## src/rtl/pipe_pkg.sv

```systemverilog
// Shared definitions for the pipeline hazard/forwarding logic.
//   - Forwarding mux select encodings, matching the 3-input EX-stage operand muxes.
//   - FSM state type of the hazard unit (RUN / STALL).
//   - Default register-address width.
package pipe_pkg;

    localparam int REG_W = 5;

    localparam logic [1:0] FWD_RF  = 2'b00;  // operand from register file
    localparam logic [1:0] FWD_WB  = 2'b01;  // operand from MEM/WB result
    localparam logic [1:0] FWD_MEM = 2'b10;  // operand from EX/MEM result

    typedef enum logic {
        RUN   = 1'b0,
        STALL = 1'b1
    } state_t;

endpackage

```

## src/rtl/hazard_forward_unit_if.sv

```systemverilog
// Bundle of all hazard-unit signals except clock and reset.
//   master : the pipeline side; drives the ID/EX/MEM views, sees the controls.
//   slave  : the hazard unit; reads the pipeline views, drives the controls.
//
// Handshake: there is no valid/ready pair. Every input is a level sampled on
// each rising clk edge; pipe_hold is the only flow control and, when high,
// freezes all hazard-unit state for that cycle.
interface hazard_forward_unit_if #(
    parameter int REG_W = 5,
    parameter int CNT_W = 16
);
    import pipe_pkg::*;

    // pipeline -> hazard unit
    logic             pipe_hold;
    logic [REG_W-1:0] id_rs;
    logic [REG_W-1:0] id_rt;
    logic             id_use_rs;
    logic             id_use_rt;
    logic [REG_W-1:0] ex_rd;
    logic             ex_reg_write;
    logic             ex_mem_read;
    logic [REG_W-1:0] mem_rd;
    logic             mem_reg_write;
    logic             branch_taken;

    // hazard unit -> pipeline
    logic [1:0]       fwd_a_sel;
    logic [1:0]       fwd_b_sel;
    logic             pc_write;
    logic             ifid_write;
    logic             idex_bubble;
    logic             ifid_flush;
    logic             stalled;
    logic [CNT_W-1:0] stall_cnt;
    logic [CNT_W-1:0] flush_cnt;
    state_t           state;      // debug view of the FSM

    modport master (
        output pipe_hold, id_rs, id_rt, id_use_rs, id_use_rt,
               ex_rd, ex_reg_write, ex_mem_read, mem_rd, mem_reg_write,
               branch_taken,
        input  fwd_a_sel, fwd_b_sel, pc_write, ifid_write, idex_bubble,
               ifid_flush, stalled, stall_cnt, flush_cnt, state
    );

    modport slave (
        input  pipe_hold, id_rs, id_rt, id_use_rs, id_use_rt,
               ex_rd, ex_reg_write, ex_mem_read, mem_rd, mem_reg_write,
               branch_taken,
        output fwd_a_sel, fwd_b_sel, pc_write, ifid_write, idex_bubble,
               ifid_flush, stalled, stall_cnt, flush_cnt, state
    );

endinterface

```

## src/rtl/fwd_select.sv

```systemverilog
// Forwarding select for one EX-stage operand (purely combinational).
//   i_src        : source register the ID instruction reads
//   i_use        : the instruction really reads i_src
//   i_ex_rd/i_ex_reg_write   : producer in EX
//   i_mem_rd/i_mem_reg_write : producer in MEM
//   o_sel        : FWD_MEM, FWD_WB or FWD_RF
// EX is the youngest producer so it wins over MEM; $0 is never forwarded.
module fwd_select
    import pipe_pkg::*;
#(
    parameter int REG_W = 5
) (
    input  logic [REG_W-1:0] i_src,
    input  logic             i_use,
    input  logic [REG_W-1:0] i_ex_rd,
    input  logic             i_ex_reg_write,
    input  logic [REG_W-1:0] i_mem_rd,
    input  logic             i_mem_reg_write,
    output logic [1:0]       o_sel
);

    logic w_ex_hit;
    logic w_mem_hit;

    assign w_ex_hit  = i_use && i_ex_reg_write  && (i_ex_rd  == i_src) && (i_ex_rd  != '0);
    assign w_mem_hit = i_use && i_mem_reg_write && (i_mem_rd == i_src) && (i_mem_rd != '0);

    always_comb begin
        o_sel = FWD_RF;
        if (w_ex_hit) begin
            o_sel = FWD_MEM;
        end else if (w_mem_hit) begin
            o_sel = FWD_WB;
        end
    end

endmodule

```

## src/rtl/hazard_forward_unit.sv

```systemverilog
// Hazard detection and forwarding control for a 5-stage MIPS pipeline.
// The instruction in ID is checked against the producers in EX and MEM.
//   clk, rst_n : rising-edge clock, asynchronous active-low reset
//   bus        : slave modport of hazard_forward_unit_if
//     fwd_a_sel/fwd_b_sel : registered into ID/EX, valid while the consumer executes
//     pc_write/ifid_write/idex_bubble/ifid_flush : combinational pipeline controls
//     stalled/state       : FSM view; stall_cnt/flush_cnt saturating event counters
// Per-cycle priority: pipe_hold > branch_taken > load-use > normal.
module hazard_forward_unit
    import pipe_pkg::*;
#(
    parameter int REG_W = 5,
    parameter int CNT_W = 16
) (
    input  logic                   clk,
    input  logic                   rst_n,
    hazard_forward_unit_if.slave   bus
);

    localparam logic [CNT_W-1:0] CNT_MAX = '1;
    localparam logic [CNT_W-1:0] CNT_ONE = {{(CNT_W-1){1'b0}}, 1'b1};

    logic [1:0]       w_sel_a;
    logic [1:0]       w_sel_b;
    logic             w_lu;
    logic             w_pc_write;
    logic             w_ifid_write;
    logic             w_idex_bubble;
    logic             w_ifid_flush;

    logic [1:0]       r_fwd_a_sel;
    logic [1:0]       r_fwd_b_sel;
    state_t           r_state;
    logic [CNT_W-1:0] r_stall_cnt;
    logic [CNT_W-1:0] r_flush_cnt;

    fwd_select #(.REG_W(REG_W)) u_fwd_a (
        .i_src           (bus.id_rs),
        .i_use           (bus.id_use_rs),
        .i_ex_rd         (bus.ex_rd),
        .i_ex_reg_write  (bus.ex_reg_write),
        .i_mem_rd        (bus.mem_rd),
        .i_mem_reg_write (bus.mem_reg_write),
        .o_sel           (w_sel_a)
    );

    fwd_select #(.REG_W(REG_W)) u_fwd_b (
        .i_src           (bus.id_rt),
        .i_use           (bus.id_use_rt),
        .i_ex_rd         (bus.ex_rd),
        .i_ex_reg_write  (bus.ex_reg_write),
        .i_mem_rd        (bus.mem_rd),
        .i_mem_reg_write (bus.mem_reg_write),
        .o_sel           (w_sel_b)
    );

    // A load in EX cannot be forwarded in time for the ID instruction's EX
    // cycle, so any real dependency on it costs one bubble.
    assign w_lu = bus.ex_mem_read && bus.ex_reg_write && (bus.ex_rd != '0) &&
                  ((bus.id_use_rs && (bus.id_rs == bus.ex_rd)) ||
                   (bus.id_use_rt && (bus.id_rt == bus.ex_rd)));

    // Pipeline controls; deliberately independent of rst_n.
    always_comb begin
        w_pc_write    = 1'b1;
        w_ifid_write  = 1'b1;
        w_idex_bubble = 1'b0;
        w_ifid_flush  = 1'b0;
        if (bus.pipe_hold) begin
            w_pc_write    = 1'b0;
            w_ifid_write  = 1'b0;
        end else if (bus.branch_taken) begin
            // The ID instruction is discarded, so a pending load-use is moot.
            w_idex_bubble = 1'b1;
            w_ifid_flush  = 1'b1;
        end else if (w_lu) begin
            w_pc_write    = 1'b0;
            w_ifid_write  = 1'b0;
            w_idex_bubble = 1'b1;
        end
    end

    always_ff @(posedge clk or negedge rst_n) begin
        if (!rst_n) begin
            r_fwd_a_sel <= FWD_RF;
            r_fwd_b_sel <= FWD_RF;
            r_state     <= RUN;
            r_stall_cnt <= '0;
            r_flush_cnt <= '0;
        end else if (!bus.pipe_hold) begin
            if (bus.branch_taken) begin
                r_fwd_a_sel <= FWD_RF;
                r_fwd_b_sel <= FWD_RF;
                r_state     <= RUN;
                if (r_flush_cnt != CNT_MAX) begin
                    r_flush_cnt <= r_flush_cnt + CNT_ONE;
                end
            end else if (w_lu) begin
                // The bubble entering ID/EX must not forward anything.
                r_fwd_a_sel <= FWD_RF;
                r_fwd_b_sel <= FWD_RF;
                r_state     <= STALL;
                if (r_stall_cnt != CNT_MAX) begin
                    r_stall_cnt <= r_stall_cnt + CNT_ONE;
                end
            end else begin
                // Also the exit from STALL: the held instruction now sees the
                // load in MEM and picks FWD_WB.
                r_fwd_a_sel <= w_sel_a;
                r_fwd_b_sel <= w_sel_b;
                r_state     <= RUN;
            end
        end
    end

    assign bus.fwd_a_sel   = r_fwd_a_sel;
    assign bus.fwd_b_sel   = r_fwd_b_sel;
    assign bus.pc_write    = w_pc_write;
    assign bus.ifid_write  = w_ifid_write;
    assign bus.idex_bubble = w_idex_bubble;
    assign bus.ifid_flush  = w_ifid_flush;
    assign bus.stalled     = (r_state == STALL);
    assign bus.state       = r_state;
    assign bus.stall_cnt   = r_stall_cnt;
    assign bus.flush_cnt   = r_flush_cnt;

endmodule

```

## src/flat_wrapper.sv

```systemverilog
// flat-port wrapper written by rule: the top's interface ports become plain ports
module hazard_forward_unit_flat import pipe_pkg::*;
#(
    parameter int REG_W = 5,
    parameter int CNT_W = 16
)
  (clk, rst_n, bus_pipe_hold, bus_id_rs, bus_id_rt, bus_id_use_rs, bus_id_use_rt, bus_ex_rd, bus_ex_reg_write, bus_ex_mem_read, bus_mem_rd, bus_mem_reg_write, bus_branch_taken, bus_fwd_a_sel, bus_fwd_b_sel, bus_pc_write, bus_ifid_write, bus_idex_bubble, bus_ifid_flush, bus_stalled, bus_stall_cnt, bus_flush_cnt, bus_state);
  hazard_forward_unit_if #(.REG_W(REG_W), .CNT_W(CNT_W)) bus_i ();
  input  logic clk;
  input  logic rst_n;
  input wire logic [$bits(bus_i.pipe_hold)-1:0] bus_pipe_hold;
  input wire logic [$bits(bus_i.id_rs)-1:0] bus_id_rs;
  input wire logic [$bits(bus_i.id_rt)-1:0] bus_id_rt;
  input wire logic [$bits(bus_i.id_use_rs)-1:0] bus_id_use_rs;
  input wire logic [$bits(bus_i.id_use_rt)-1:0] bus_id_use_rt;
  input wire logic [$bits(bus_i.ex_rd)-1:0] bus_ex_rd;
  input wire logic [$bits(bus_i.ex_reg_write)-1:0] bus_ex_reg_write;
  input wire logic [$bits(bus_i.ex_mem_read)-1:0] bus_ex_mem_read;
  input wire logic [$bits(bus_i.mem_rd)-1:0] bus_mem_rd;
  input wire logic [$bits(bus_i.mem_reg_write)-1:0] bus_mem_reg_write;
  input wire logic [$bits(bus_i.branch_taken)-1:0] bus_branch_taken;
  output wire logic [$bits(bus_i.fwd_a_sel)-1:0] bus_fwd_a_sel;
  output wire logic [$bits(bus_i.fwd_b_sel)-1:0] bus_fwd_b_sel;
  output wire logic [$bits(bus_i.pc_write)-1:0] bus_pc_write;
  output wire logic [$bits(bus_i.ifid_write)-1:0] bus_ifid_write;
  output wire logic [$bits(bus_i.idex_bubble)-1:0] bus_idex_bubble;
  output wire logic [$bits(bus_i.ifid_flush)-1:0] bus_ifid_flush;
  output wire logic [$bits(bus_i.stalled)-1:0] bus_stalled;
  output wire logic [$bits(bus_i.stall_cnt)-1:0] bus_stall_cnt;
  output wire logic [$bits(bus_i.flush_cnt)-1:0] bus_flush_cnt;
  output wire logic [$bits(bus_i.state)-1:0] bus_state;
  assign bus_i.pipe_hold = bus_pipe_hold;
  assign bus_i.id_rs = bus_id_rs;
  assign bus_i.id_rt = bus_id_rt;
  assign bus_i.id_use_rs = bus_id_use_rs;
  assign bus_i.id_use_rt = bus_id_use_rt;
  assign bus_i.ex_rd = bus_ex_rd;
  assign bus_i.ex_reg_write = bus_ex_reg_write;
  assign bus_i.ex_mem_read = bus_ex_mem_read;
  assign bus_i.mem_rd = bus_mem_rd;
  assign bus_i.mem_reg_write = bus_mem_reg_write;
  assign bus_i.branch_taken = bus_branch_taken;
  assign bus_fwd_a_sel = bus_i.fwd_a_sel;
  assign bus_fwd_b_sel = bus_i.fwd_b_sel;
  assign bus_pc_write = bus_i.pc_write;
  assign bus_ifid_write = bus_i.ifid_write;
  assign bus_idex_bubble = bus_i.idex_bubble;
  assign bus_ifid_flush = bus_i.ifid_flush;
  assign bus_stalled = bus_i.stalled;
  assign bus_stall_cnt = bus_i.stall_cnt;
  assign bus_flush_cnt = bus_i.flush_cnt;
  assign bus_state = bus_i.state;
  hazard_forward_unit #(.REG_W(REG_W), .CNT_W(CNT_W)) u_core (.clk(clk), .rst_n(rst_n), .bus(bus_i));
endmodule
```

## config.mk

```make
export PLATFORM = sky130hd
export DESIGN_NAME = hazard_forward_unit_flat
export DESIGN_NICKNAME = d
export VERILOG_FILES = /design/src/rtl/pipe_pkg.sv /design/src/rtl/hazard_forward_unit_if.sv /design/src/rtl/fwd_select.sv /design/src/rtl/hazard_forward_unit.sv /design/src/flat_wrapper.sv
export SDC_FILE = /design/constraint.sdc
export NUM_CORES = 1
export LEC_CHECK = 0
export CAP_MARGIN = 0
export CORE_ASPECT_RATIO = 0.6
export CORE_UTILIZATION = 47
export CTS_BUF_LIST = sky130_fd_sc_hd__clkbuf_8
export DETAILED_ROUTE_END_ITERATION = 12
export GPL_TIMING_DRIVEN = 1
export PLACE_DENSITY = 0.82
export SLEW_MARGIN = 20
export SYNTH_ARGS = -nofsm -noshare
export SYNTH_HDL_FRONTEND = slang
export SYNTH_SLANG_ARGS = --single-unit
```

## constraint.sdc

```tcl
create_clock -name clk -period 2.2 [get_ports clk]
set_input_delay 0.33 -clock clk [delete_from_list [all_inputs] [get_ports clk]]
set_output_delay 0.33 -clock clk [all_outputs]
set_load 0.005 [all_outputs]
```

**Met2 routing**

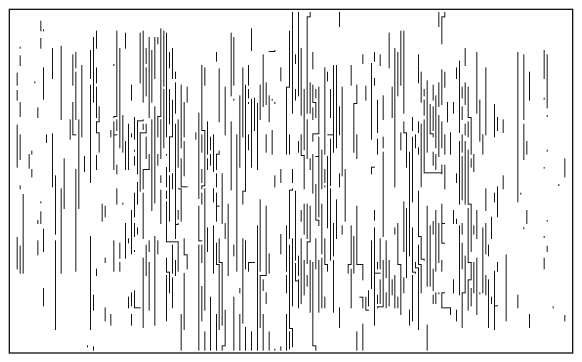
311 nets have wire on it. The longest straight run is 23.5 um. The layer holds 46% of the routed length. The wires run mostly vertical.

**Gate-type map**

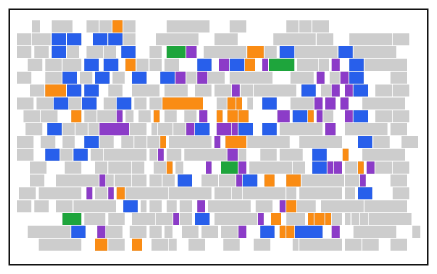
xor and xnor cells: marked blue, cells 46. nor cells: marked orange, cells 31. mux cells: marked green, cells 4. nand cells: marked purple, cells 44.
Top cell excl fill/tap: clkdlybuf4s50_1
final std cells w/o fill: 382

**The clock network**

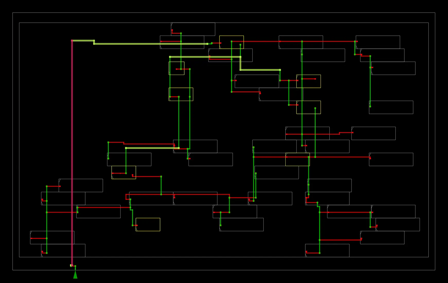
clock sinks: 37
CLK BUF: 7
num sequential: 37
P_clk: 0.549 mW

worst reg2reg max path, cell delays in order (launching register included):
cell     delay (ns)
dfrtp_1        0.49
nand4_1        0.16
or4_4          0.58
or4_4          0.54
xnor2_2        0.14
synth_stat cells:
library cell / count / area (um^2)
dfrtp_1: 37 / 926
xor2_1: 23 / 201
xnor2_1: 22 / 193
nand3_1: 19 / 95.1
nand2_1: 16 / 60.1
nor2_1: 12 / 45.0
nor4_1: 11 / 68.8
a21oi_1: 6 / 30.0
nand4_1: 6 / 37.5
and3_1: 5 / 31.3
inv_1: 5 / 18.8
or2_2: 4 / 25.0
or4_1: 4 / 30.0
mux2_2: 3 / 33.8
nor3_1: 3 / 15.0
o21ai_0: 3 / 15.0
a31oi_1: 2 / 12.5
buf_4: 2 / 15.0
ha_1: 2 / 25.0
nor4b_1: 2 / 17.5
o2111ai_1: 2 / 17.5
o211ai_1: 2 / 15.0
o31ai_1: 2 / 15.0
or4_4: 2 / 22.5
a22o_1: 1 / 8.76
a32o_1: 1 / 10.0
and2_0: 1 / 6.26
and4_1: 1 / 8.76
and4_2: 1 / 10.0
buf_2: 1 / 5.00
clkbuf_1: 1 / 3.75
mux2i_1: 1 / 10.0
nand2b_1: 1 / 6.26
nand3b_1: 1 / 7.51
nand4b_1: 1 / 8.76
nor2b_1: 1 / 6.26
nor3_2: 1 / 10.0
nor3b_1: 1 / 7.51
o21ba_2: 1 / 10.0
xnor2_2: 1 / 16.3
routing by layer:
layer	GRT usage, %	vias up	wire length, um
met1	34.6	984	2740
met5	0	-	0
met4	12.1	0	89
met3	5.83	8	322
met2	41.9	80	2640
li1	-	981	-
cell type report:
type	instances	area share (%)
multi-input cells	165	36.7
flip-flops and latches	37	28.3
inverters	5	0.574
well taps	60	2.29
clock inverters	1	0.268
repair buffers	107	28.9
clock buffers	7	2.94
cell families after synthesis:
kind of cell / after synthesis / share of synthesized area (%)
buf+inv: 9 / 2.02
flops: 37 / 44.1
mux: 4 / 2.08
simple gates: 93 / 24.7
fa+ha+maj: 2 / 1.19
compound gates: 20 / 6.37
xor+xnor: 46 / 19.5
power by group through the flow:
stage	combinational, mW	sequential, mW	clock (mW)
after floorplan	0.124	0.814	0
after global placement	0.397	0.809	0
after detailed placement	0.407	0.814	0
after CTS	0.417	0.800	0.549
after global routing	0.448	0.813	0.588
final	0.415	0.802	0.549
per-stage QoR:
stage / worst slack [ns] / instance area, um^2 / std cells / total power [mW]
2_1_floorplan: 0.232 / 2100 / 211 / 0.938
3_3_place_gp: -0.540 / 3070 / 366 / 1.21
3_5_place_dp: -0.597 / 3070 / 366 / 1.22
4_1_cts: -0.0156 / 3280 / 384 / 1.77
5_1_grt: -0.0212 / 3270 / 382 / 1.85
6_report: 0.0339 / 3270 / 382 / 1.77
flip-flops by register name, indices dropped and copies added (netlist names):
register,cells
u_core.bus.flush_cnt,16
u_core.bus.fwd_a_sel,2
u_core.bus.fwd_b_sel,2
u_core.bus.stall_cnt,16
u_core.bus.stalled,1
timing repair:
action                                  CTS  global route
endpoints found under the setup margin    4            13
pin swaps                                10             7
buffers inserted                         12             0
hold buffers                              0             0
gates resized                            32            13
==> results.json <==
{
  "hold_class": "in -> async",
  "drt_iter0_drc": 163,
  "yosys-stat-cells": 211,
  "drtAntennaViolNets": 0,
  "status": "completed",
  "portBuffers": 70,
  "clockBufferDepth": 2,
  "pwr-share-seq_pct": 45.4,
  "post-route-period-util_pct": 98.5,
  "drc": 0,
  "cp.depth": 7,
  "netlist_area_um2": 2100,
  "yosys_area_um2": 2100,
  "power_density_nw_per_um2": 540,
  "internal_power_mw": 1.27,
  "grt_max_degree": 38,
  "wl_per_cell_um": 15.2,
  "cp-end-kind": "output port",
  "drt_wl_total_um": 5800,
  "cts_tree": "done",
  "reg2reg_to": "u_core.bus.flush_cnt[13]",
  "drive_gt1_share_pct": 23.0,
  "die_area_um2": 4750,
  "holdWs_ns": 0.126,
  "rr_worst_depth": 4
}
No activity file was given, so power comes from the tool's default toggle rates.
